run_1/cell_classes.png
The bar under the picture is 20 um long.
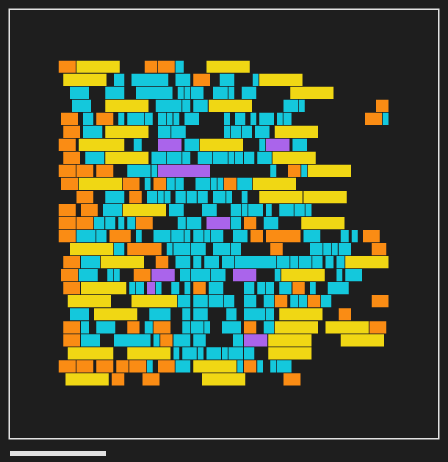
run_1/registers.png
The bar under the picture is 20 um long. Other sequential cells in the stronger gray, the rest of the logic in the fainter gray.
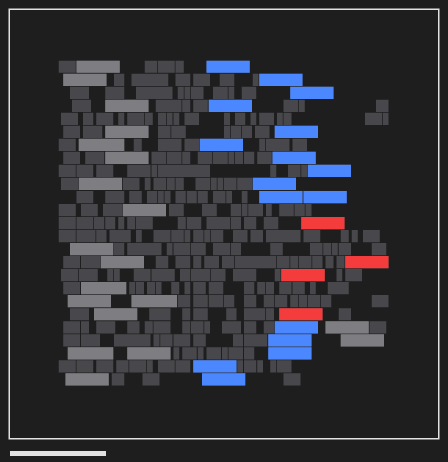
run_1/metal_stack.png
The bar under the picture is 20 um long. Two of the layers only.
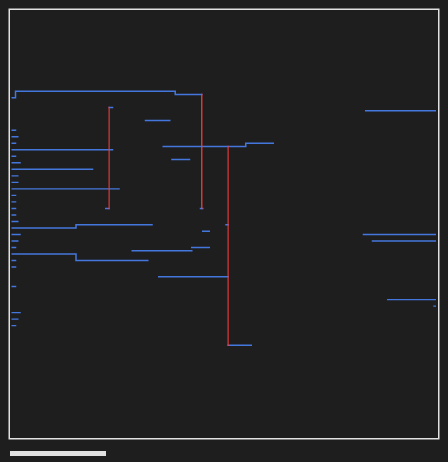
run_1/gate_families.png
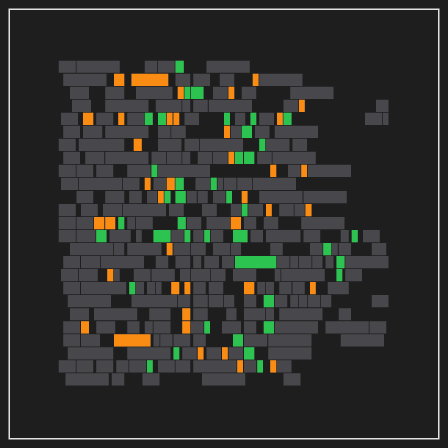
<file path="src/rtl/uart_pkg.sv">
// rtl/uart_pkg.sv - shared UART constants and baud divisor helper
package uart_pkg;

    localparam int UART_OVERSAMPLE  = 16;
    localparam int UART_DEFAULT_DIV = 326;

    // Divisor for clk_hz / (baud * os), rounded to nearest.
    function automatic int baud_div(input int clk_hz, input int baud, input int os);
        return (clk_hz + (baud * os) / 2) / (baud * os);
    endfunction

endpackage

</file>
<file path="src/rtl/uart_baud_gen_if.sv">
// rtl/uart_baud_gen_if.sv - control and tick bundle of the baud generator
interface uart_baud_gen_if #(
    parameter int DIV_W = 16
);

    logic             en;
    logic             restart;
    logic             mid;
    logic             div_load;
    logic [DIV_W-1:0] div_in;
    logic             tick_os;
    logic             tick_bit;
    logic [DIV_W-1:0] div_q;
    logic             div_err;

    modport master (
        output en, restart, mid, div_load, div_in,
        input  tick_os, tick_bit, div_q, div_err
    );

    modport slave (
        input  en, restart, mid, div_load, div_in,
        output tick_os, tick_bit, div_q, div_err
    );

endinterface

</file>
<file path="src/rtl/uart_baud_gen_mod_counter.sv">
// rtl/uart_baud_gen_mod_counter.sv - wrap counter with clear and preload
module mod_counter #(
    parameter int W = 8
) (
    input  logic         clk,
    input  logic         rst,
    input  logic         inc,
    input  logic         clr,
    input  logic         preload,
    input  logic [W-1:0] preload_val,
    input  logic [W:0]   modulus,
    output logic [W-1:0] count,
    output logic         wrap
);

    logic [W-1:0] count_r;

    // modulus is one bit wider so a full power-of-two range is expressible.
    assign wrap  = inc && ({1'b0, count_r} == modulus - (W + 1)'(1));
    assign count = count_r;

    always_ff @(posedge clk or posedge rst) begin
        if (rst) begin
            count_r <= '0;
        end else if (preload) begin
            count_r <= preload_val;
        end else if (clr) begin
            count_r <= '0;
        end else if (inc) begin
            count_r <= wrap ? '0 : count_r + W'(1);
        end
    end

endmodule

</file>
<file path="src/rtl/uart_baud_gen.sv">
// rtl/uart_baud_gen.sv - baud tick generator with oversample and bit ticks
module uart_baud_gen
    import uart_pkg::*;
#(
    parameter int DIV_W       = 16,
    parameter int DEFAULT_DIV = UART_DEFAULT_DIV,
    parameter int OVERSAMPLE  = UART_OVERSAMPLE
) (
    input  logic            clk,
    input  logic            rst,
    uart_baud_gen_if.slave  bus
);

    localparam int              OS_W    = $clog2(OVERSAMPLE);
    localparam logic [OS_W-1:0] OS_HALF = OS_W'(OVERSAMPLE / 2);
    localparam logic [OS_W:0]   OS_MOD  = (OS_W + 1)'(OVERSAMPLE);

    logic [DIV_W-1:0] div_r;
    logic             tick_os_r;
    logic             tick_bit_r;
    logic             div_err_r;
    logic [DIV_W-1:0] presc;
    logic [OS_W-1:0]  os_cnt;
    logic             presc_wrap;
    logic             os_wrap;
    logic             phase_rst;
    logic             load_ok;

    // A rejected load still realigns the phase, exactly like a valid one.
    assign phase_rst = bus.div_load | bus.restart;
    assign load_ok   = bus.div_in >= DIV_W'(2);

    mod_counter #(.W(DIV_W)) u_presc (
        .clk         (clk),
        .rst         (rst),
        .inc         (bus.en & ~phase_rst),
        .clr         (phase_rst),
        .preload     (1'b0),
        .preload_val ('0),
        .modulus     ({1'b0, div_r}),
        .count       (presc),
        .wrap        (presc_wrap)
    );

    mod_counter #(.W(OS_W)) u_os (
        .clk         (clk),
        .rst         (rst),
        .inc         (presc_wrap),
        .clr         (phase_rst),
        .preload     (bus.restart & bus.mid),
        .preload_val (OS_HALF),
        .modulus     (OS_MOD),
        .count       (os_cnt),
        .wrap        (os_wrap)
    );

    // presc_wrap is already gated by en and phase_rst, so ticks drop with them.
    always_ff @(posedge clk or posedge rst) begin
        if (rst) begin
            div_r      <= DIV_W'(DEFAULT_DIV);
            tick_os_r  <= 1'b0;
            tick_bit_r <= 1'b0;
            div_err_r  <= 1'b0;
        end else begin
            if (bus.div_load && load_ok) begin
                div_r <= bus.div_in;
            end
            div_err_r  <= bus.div_load && !load_ok;
            tick_os_r  <= presc_wrap;
            tick_bit_r <= os_wrap;
        end
    end

    assign bus.tick_os  = tick_os_r;
    assign bus.tick_bit = tick_bit_r;
    assign bus.div_q    = div_r;
    assign bus.div_err  = div_err_r;

    a_presc_range: assert property (@(posedge clk) disable iff (rst) presc < div_r);
    a_bit_phase:   assert property (@(posedge clk) disable iff (rst) tick_bit_r |-> os_cnt == '0);

endmodule

</file>
<file path="src/flat_wrapper.sv">
// flat-port wrapper written by rule: the top's interface ports become plain ports
module uart_baud_gen_flat import uart_pkg::*;
#(
    parameter int DIV_W       = 16,
    parameter int DEFAULT_DIV = UART_DEFAULT_DIV,
    parameter int OVERSAMPLE  = UART_OVERSAMPLE
)
  (clk, rst, bus_en, bus_restart, bus_mid, bus_div_load, bus_div_in, bus_tick_os, bus_tick_bit, bus_div_q, bus_div_err);
  uart_baud_gen_if #(.DIV_W(DIV_W)) bus_i ();
  input  logic clk;
  input  logic rst;
  input wire logic [$bits(bus_i.en)-1:0] bus_en;
  input wire logic [$bits(bus_i.restart)-1:0] bus_restart;
  input wire logic [$bits(bus_i.mid)-1:0] bus_mid;
  input wire logic [$bits(bus_i.div_load)-1:0] bus_div_load;
  input wire logic [$bits(bus_i.div_in)-1:0] bus_div_in;
  output wire logic [$bits(bus_i.tick_os)-1:0] bus_tick_os;
  output wire logic [$bits(bus_i.tick_bit)-1:0] bus_tick_bit;
  output wire logic [$bits(bus_i.div_q)-1:0] bus_div_q;
  output wire logic [$bits(bus_i.div_err)-1:0] bus_div_err;
  assign bus_i.en = bus_en;
  assign bus_i.restart = bus_restart;
  assign bus_i.mid = bus_mid;
  assign bus_i.div_load = bus_div_load;
  assign bus_i.div_in = bus_div_in;
  assign bus_tick_os = bus_i.tick_os;
  assign bus_tick_bit = bus_i.tick_bit;
  assign bus_div_q = bus_i.div_q;
  assign bus_div_err = bus_i.div_err;
  uart_baud_gen #(.DIV_W(DIV_W), .DEFAULT_DIV(DEFAULT_DIV), .OVERSAMPLE(OVERSAMPLE)) u_core (.clk(clk), .rst(rst), .bus(bus_i));
endmodule
</file>
<file path="config.mk">
export PLATFORM = sky130hd
export DESIGN_NAME = uart_baud_gen_flat
export DESIGN_NICKNAME = d
export VERILOG_FILES = /design/src/rtl/uart_pkg.sv /design/src/rtl/uart_baud_gen_if.sv /design/src/rtl/uart_baud_gen_mod_counter.sv /design/src/rtl/uart_baud_gen.sv /design/src/flat_wrapper.sv
export SDC_FILE = /design/constraint.sdc
export NUM_CORES = 1
export LEC_CHECK = 0
export CORE_MARGIN = 10
export CORE_UTILIZATION = 50
export DETAILED_ROUTE_END_ITERATION = 12
export GPL_ROUTABILITY_DRIVEN = 0
export MAX_ROUTING_LAYER = met4
export PLACE_DENSITY = 0.76
export SYNTH_ARGS = -nofsm -noshare
export SYNTH_HDL_FRONTEND = slang
export SYNTH_SLANG_ARGS = --single-unit
</file>
<file path="constraint.sdc">
create_clock -name clk -period 2.9 [get_ports clk]
set_clock_uncertainty 0.1 [all_clocks]
set_input_delay 0.87 -clock clk [delete_from_list [all_inputs] [get_ports clk]]
set_output_delay 0.87 -clock clk [all_outputs]
set_load 0.02 [all_outputs]
</file>
==> metrics.yaml, run 1 <==
min_path:
  worstHoldEndpoint: "u_core.bus.div_q[1]"
  holdCritStartpoint: "u_core.bus.div_q[1]"
  hp-class: "flip-flop to flip-flop"
  holdPathStages: 2
synth:
  top_cell: "dfrtp_1"
  ys_top_logic_family: "simple AND/OR/NAND/NOR gates"
  fa_ha_area_share_pct: 1.56
  ys_sh_aoi_pct: 11.2
  synth_nets: 271
  async_flop_share_pct: 100
  avgSynthCellArea_um2: 9.78
  mux_share_pct: 7.33
  ys.flop_type: "dfrtp_1"
  ys_area_um2: 2410
  yosysWarnings: 0
  yosys-top-cells-count: "dfrtp_1, nor2_1, xor2_1"
  ys_sh_simple_pct: 24.2
  synth.cell_area_um2: 2410
  top_cells_by_area: "dfrtp_1, xor2_1, mux2_2"
  yosys_cells: 246
  xor_share_pct: 11.3
  ys_seq_share_pct: 40.8
  numSynthFlops: 39
  synth.top_cell.area_share_pct: 36.4
  top_area_cell: "dfrtp_1"
  netlist_instances: 246
  synthDistinctLibCells: 53
  edf_count: 0
clocking:
  numCtsBuffers: 5
  clk_latency_ns: 0.30
  ctsLongestPathBuffers: 2
  cts_root_buf: "clkbuf_8"
  holdBufCountCts: 0
  numClockSinks: 39
  cts_tree: "done"
  path_clk_slew_ns: 0.08
  htreeDepth: 2
layout:
  dominant_cells: "logic gates"
  n_antenna_cell: 0
  drive_above_1_share_pct: 19.0
  seq_cells: 39
  seq_area_um2: 981
  logic_gates: 187
  syn_to_final_growth_pct: 30.3
  fill_cells: 370
  buf_share_pct: 19.1
  logic_area_um2: 1340
  fin_nets: 329
  final_cell_mix: "clkdlybuf4s50_1, dfrtp_1, nor2_1"
  clockNetworkAreaShare_pct: 3.75
  nNonClkInverters: 8
  nNonClkBuffers: 63
  clock_buffers: 6
critical_path:
  crit_family: "simple AND/OR/NAND/NOR gates"
  crit_end: "u_core.u_os.count[2]"
  crit_fanout: 4
  worst_setup_path_end_kind: "flip-flop"
  reg2reg_depth: 9
  setup.worst_path.class: "input pin to flip-flop"
  path_buffers: 1
  reg2reg_slack_ns: 0.13
  worstSetupStartpoint: "bus_en"
  crit_arrival_ns: 2.95
  crit_chain: "clkdlybuf4s50_1 -> and4_1 -> o2111a_1 -> or4b_1 -> nand4b_4 -> or4_1 -> a21oi_1"
  crit_path_max_incr_delay_ns: 0.51
  worstSetupPathDepth: 7
  critPathLaunchType: "input pin"
  cp_data_required_time_ns: 3.03
  cpMaxStageDelayCell: "clkdlybuf4s50_1"
  rr_endpoint: "u_core.u_os.count[2]"
  reg2reg_from: "u_core.bus.div_q[1]"
power:
  maxPowerGroup: "registers"
  comb-power_uw: 292
  p_total_mw: 1.38
  sw_frac_of_total_pct: 27.5
  leakage_nw: 1.33
  p_seq_uw: 610
  power_frac_seq_pct: 44.3
  p_per_area_nw_per_um2: 439
  p_clk_uw: 474
  p_int_uw: 998
  clkPwrFrac_pct: 34.4
  p_sw_uw: 378
  p_comb_share_pct: 21.2
  peakVddDrop_uv: 305
sta:
  hold_violations: 0
  rsz0062_at_grt: "no"
  max_freq_mhz: 355
  relSlewSlack_pct: 66.9
  fin_crit_ns: 2.82
  setup_viol: 0
  fin_setup_tns_ns: 0
  slew_violations: 0
  worst_pin_slew_ns: 0.496
  worst_slack_ns: 0.0834
  post-route-period-util_pct: 97.1
route:
  top_layer: "met4"
  met2_length_mm: 2.69
  drt_first_pass_iters: 4
  drc: 0
  drt_iter0_markers: 119
  vias_per_cell: 5.55
  wl_met1_mm: 2.67
  ant_nets: 0
  met3_length_um: 304
global_route:
  grt_pass1_vias: 2014
  busiest_layer: "met2"
  grt_use_met3_pct: 4.38
  antenna_found_initial: 0
  grt_overflow_total: 0
  use_met1_pct: 20.2
  grt_pass1_wl_mm: 9.81
  grtUsageMet2_pct: 24.8
  grt_max_degree: 40
place:
  pre_cts_ws_ns: -0.374
  port_buffers: 40
  dpl.hpwl_mm: 4.36
floorplanning:
  taps: 54
  row_count: 25
  fp_util_pct: 51.3
  die_w_um: 89.4
  io_pins: 41
  die_y_um: 89.4
  dieArea_um2: 7990
  core_area_um2: 4690
run_status:
  status: "finished clean"
run:
  maxCapViolations: 0
  warning_count: 26
## Picture notes: cell_classes.png
clock drivers and dummy loads -> purple  # cells 8
other buffers and delay cells -> orange  # cells 63
all other logic -> cyan  # cells 195
flip-flops -> yellow  # cells 39
sequential share of cell area: 31.3%
Final Cell Area: 3130 um^2
Layout Utilization: 66.8%

## Picture notes: registers.png
u_core.u_os.count -> red  # sequential cells 4
u_core.u_presc.count -> blue  # sequential cells 16
not colored = 19

## Picture notes: metal_stack.png
met3 -> blue  # wire length 305 um
met4 -> red  # wire length 86.4 um
drt wl/cell: 16.0 um
GRT Total Usage: 16.1%
Routed Wire Length: 5.76 mm
detailed-route via count: 1,992

## Picture notes: gate_families.png
NOR gates -> orange  # cells 39, most used nor2_1
NAND gates -> green  # cells 40, most used nand2_1
logic share of the area: 42.7%
most frequent logic cell in the layout: clkdlybuf4s50_1

run 1: what timing repair did:
item | in CTS | in global routing
buffers inserted | 0 | 3
hold endpoints to repair | 0 | 0
gates resized | 2 | 1
endpoints found under the setup margin | 3 | 13
pin swaps | 0 | 2
run 1: stage by stage:
stage | hold slack [ns] | utilization (%) | area [um^2] | instances
after floorplan | 0.430 | - | 2410 | 246
after CTS | 0.449 | 66.3 | 3110 | 356
after detailed placement | 0.434 | 63.7 | 2990 | 348
after global placement | 0.428 | 63.7 | 2990 | 348
final | 0.427 | 66.8 | 3130 | 359
after global routing | 0.465 | 66.8 | 3130 | 359
==> run 2: changes to the inputs <==
CAP_MARGIN = 30   (was not set)
CORE_MARGIN = not set   (was 10)
SETUP_SLACK_MARGIN = 0.3   (was not set)
run_2/gate_families.png
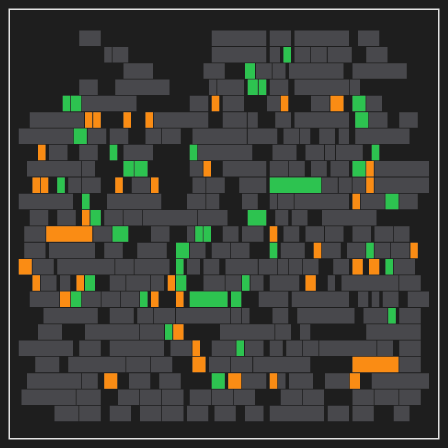
NAND gates -> green  # cells 40, most used nand2_1
NOR gates -> orange  # cells 39, most used nor2_1
non-filler cells, final: 360
logic share of the area: 44.0%

run_2/final_congestion.png
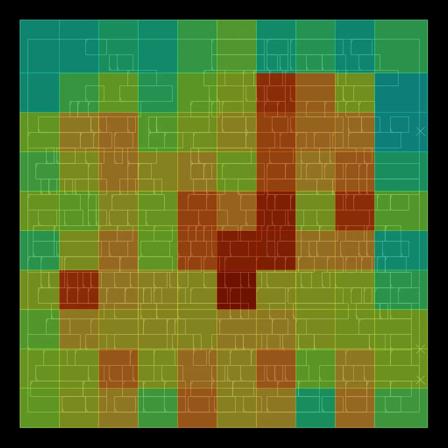
Most Used Layer, Global Route: met2
GRT Total Usage: 24.9%
grt met3 use: 4.50%

==> metrics.yaml, run 2 <==
layout:
  nNonClkBuffers: 66
  final_area_um2: 3200
  fin_nets: 332
  buf_share_pct: 19.0
  seq_area_um2: 985
  logic_gates: 187
  fill_cells: 335
  final_core_util_pct: 71.5
  final_layout_top_logic_cell: "clkdlybuf4s50_1"
  final_cell_mix: "clkdlybuf4s50_1, dfrtp_1, nor2_1"
  seq_cells: 39
  logic_area_um2: 1410
  dominant_cells: "logic gates"
  clock_buffers: 7
synth:
  top_cells_by_area: "dfrtp_1, xor2_1, mux2_2"
  synthDistinctLibCells: 53
  synth_nets: 271
  ys_seq_share_pct: 40.8
  synth.cell_area_um2: 2410
  ys_area_um2: 2410
  async_flop_share_pct: 100
  ys.flop_type: "dfrtp_1"
  yosys_cells: 246
  synth.top_cell.area_share_pct: 36.4
  numSynthFlops: 39
  avgSynthCellArea_um2: 9.78
  netlist_instances: 246
  edf_count: 0
  top_area_cell: "dfrtp_1"
sta:
  max_freq_mhz: 349
  hold_violations: 0
  relSlewSlack_pct: 63.9
  fin_crit_ns: 2.86
  post-route-period-util_pct: 98.8
  setup_viol: 0
  slew_violations: 0
  worst_slack_ns: 0.0360
  fin_setup_tns_ns: 0
power:
  clkPwrFrac_pct: 30.9
  leakage_nw: 1.34
  p_comb_share_pct: 22.9
  power_frac_seq_pct: 46.2
  sw_frac_of_total_pct: 29.1
  p_seq_uw: 615
  peakVddDrop_uv: 277
  maxPowerGroup: "registers"
  p_int_uw: 943
  comb-power_uw: 305
  p_sw_uw: 386
  p_total_mw: 1.33
min_path:
  hp-class: "flip-flop to flip-flop"
  holdCritStartpoint: "u_core.bus.div_q[1]"
  holdPathStages: 2
  worstHoldEndpoint: "u_core.bus.div_q[1]"
critical_path:
  worst_setup_path_end_kind: "flip-flop"
  rr_endpoint: "u_core.u_os.count[3]"
  crit_end: "u_core.u_os.count[3]"
  crit_chain: "nor4_4 -> nand3_4 -> or4_4 -> o21ai_4 -> nand4b_1 -> or4_4 -> o211a_1"
  crit_fanout: 8
  reg2reg_depth: 7
  reg2reg_slack_ns: 0.04
  cp_data_required_time_ns: 2.99
  worstSetupStartpoint: "u_core.bus.div_q[5]"
  reg2reg_from: "u_core.bus.div_q[5]"
  cpMaxStageDelayCell: "or4_4"
  critPathLaunchType: "flip-flop"
  crit_arrival_ns: 2.95
  setup.worst_path.class: "flip-flop to flip-flop"
  worstSetupPathDepth: 7
clocking:
  post_cts_buffers: 4
  ctsLongestPathBuffers: 2
  clk_latency_ns: 0.29
  cts.repair.resized: 7
  holdBufCountCts: 0
  numCtsBuffers: 5
  cts_tree: "done"
  path_clk_slew_ns: 0.08
  cts_root_buf: "clkbuf_8"
route:
  met3_length_um: 207
  ant_nets: 0
  via_count: 2089
  routedWlPerCell_um: 16.0
  drt-total-wl_mm: 5.75
  drc: 3
  drt_first_pass_iters: 8
  wl_met1_mm: 2.67
  met2_length_mm: 2.81
  top_layer: "met4"
  drt_iter0_markers: 92
floorplanning:
  die_w_um: 71.4
  row_count: 24
  fp_util_pct: 53.8
  taps: 52
  io_pins: 41
  die_y_um: 71.4
run:
  maxCapViolations: 0
  warning_count: 29
global_route:
  use_met1_pct: 32.8
  grt_overflow_total: 0
  grt_max_degree: 40
  grt_pass1_wl_mm: 9.54
  grt_pass1_vias: 2008
  grtUsageMet2_pct: 39.5
  antenna_found_initial: 0
run_status:
  status: "finished with violations"
  violations: "design-rule violations"
place:
  placed_cells: 348
  dpl-instance-area_um2: 3020
  pre_cts_ws_ns: -0.380
  dpl.hpwl_mm: 4.19
run_2/cell_classes.png
The bar under the picture is 20 um long.
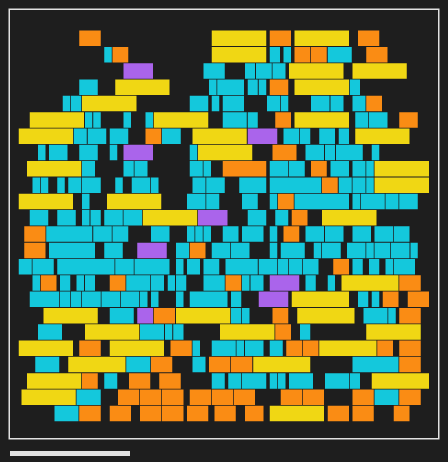
other buffers and delay cells -> orange  # cells 66
clock drivers and dummy loads -> purple  # cells 8
all other logic -> cyan  # cells 195
flip-flops -> yellow  # cells 39
sequential share of cell area: 30.8%
Core ar.: 4470 um^2

==> run 2: cell types whose count changed in the layout (fill, tap and decap cells not counted), sizes merged <==
cell / delta
bufinv: -1
buf: +3
clkinv: -1
clkbuf: +1
clkdlybuf4s50: -1
clkinvlp: +1
dlymetal6s2s: -1
dlygate4sd2: +2
==> run 2: cells by family (layout without fill, tap and decap cells) <==
kind of cell    after synthesis  in the layout  synth area share (%)
simple gates                101            101                  24.2
flops                        39             39                  40.8
compound gates               36             36                  11.2
xor+xnor                     31             31                  11.3
buf+inv                      20             82                  3.69
mux                          16             16                  7.33
fa+ha+maj                     3              3                  1.56
No activity file was given, so power comes from the tool's default toggle rates.
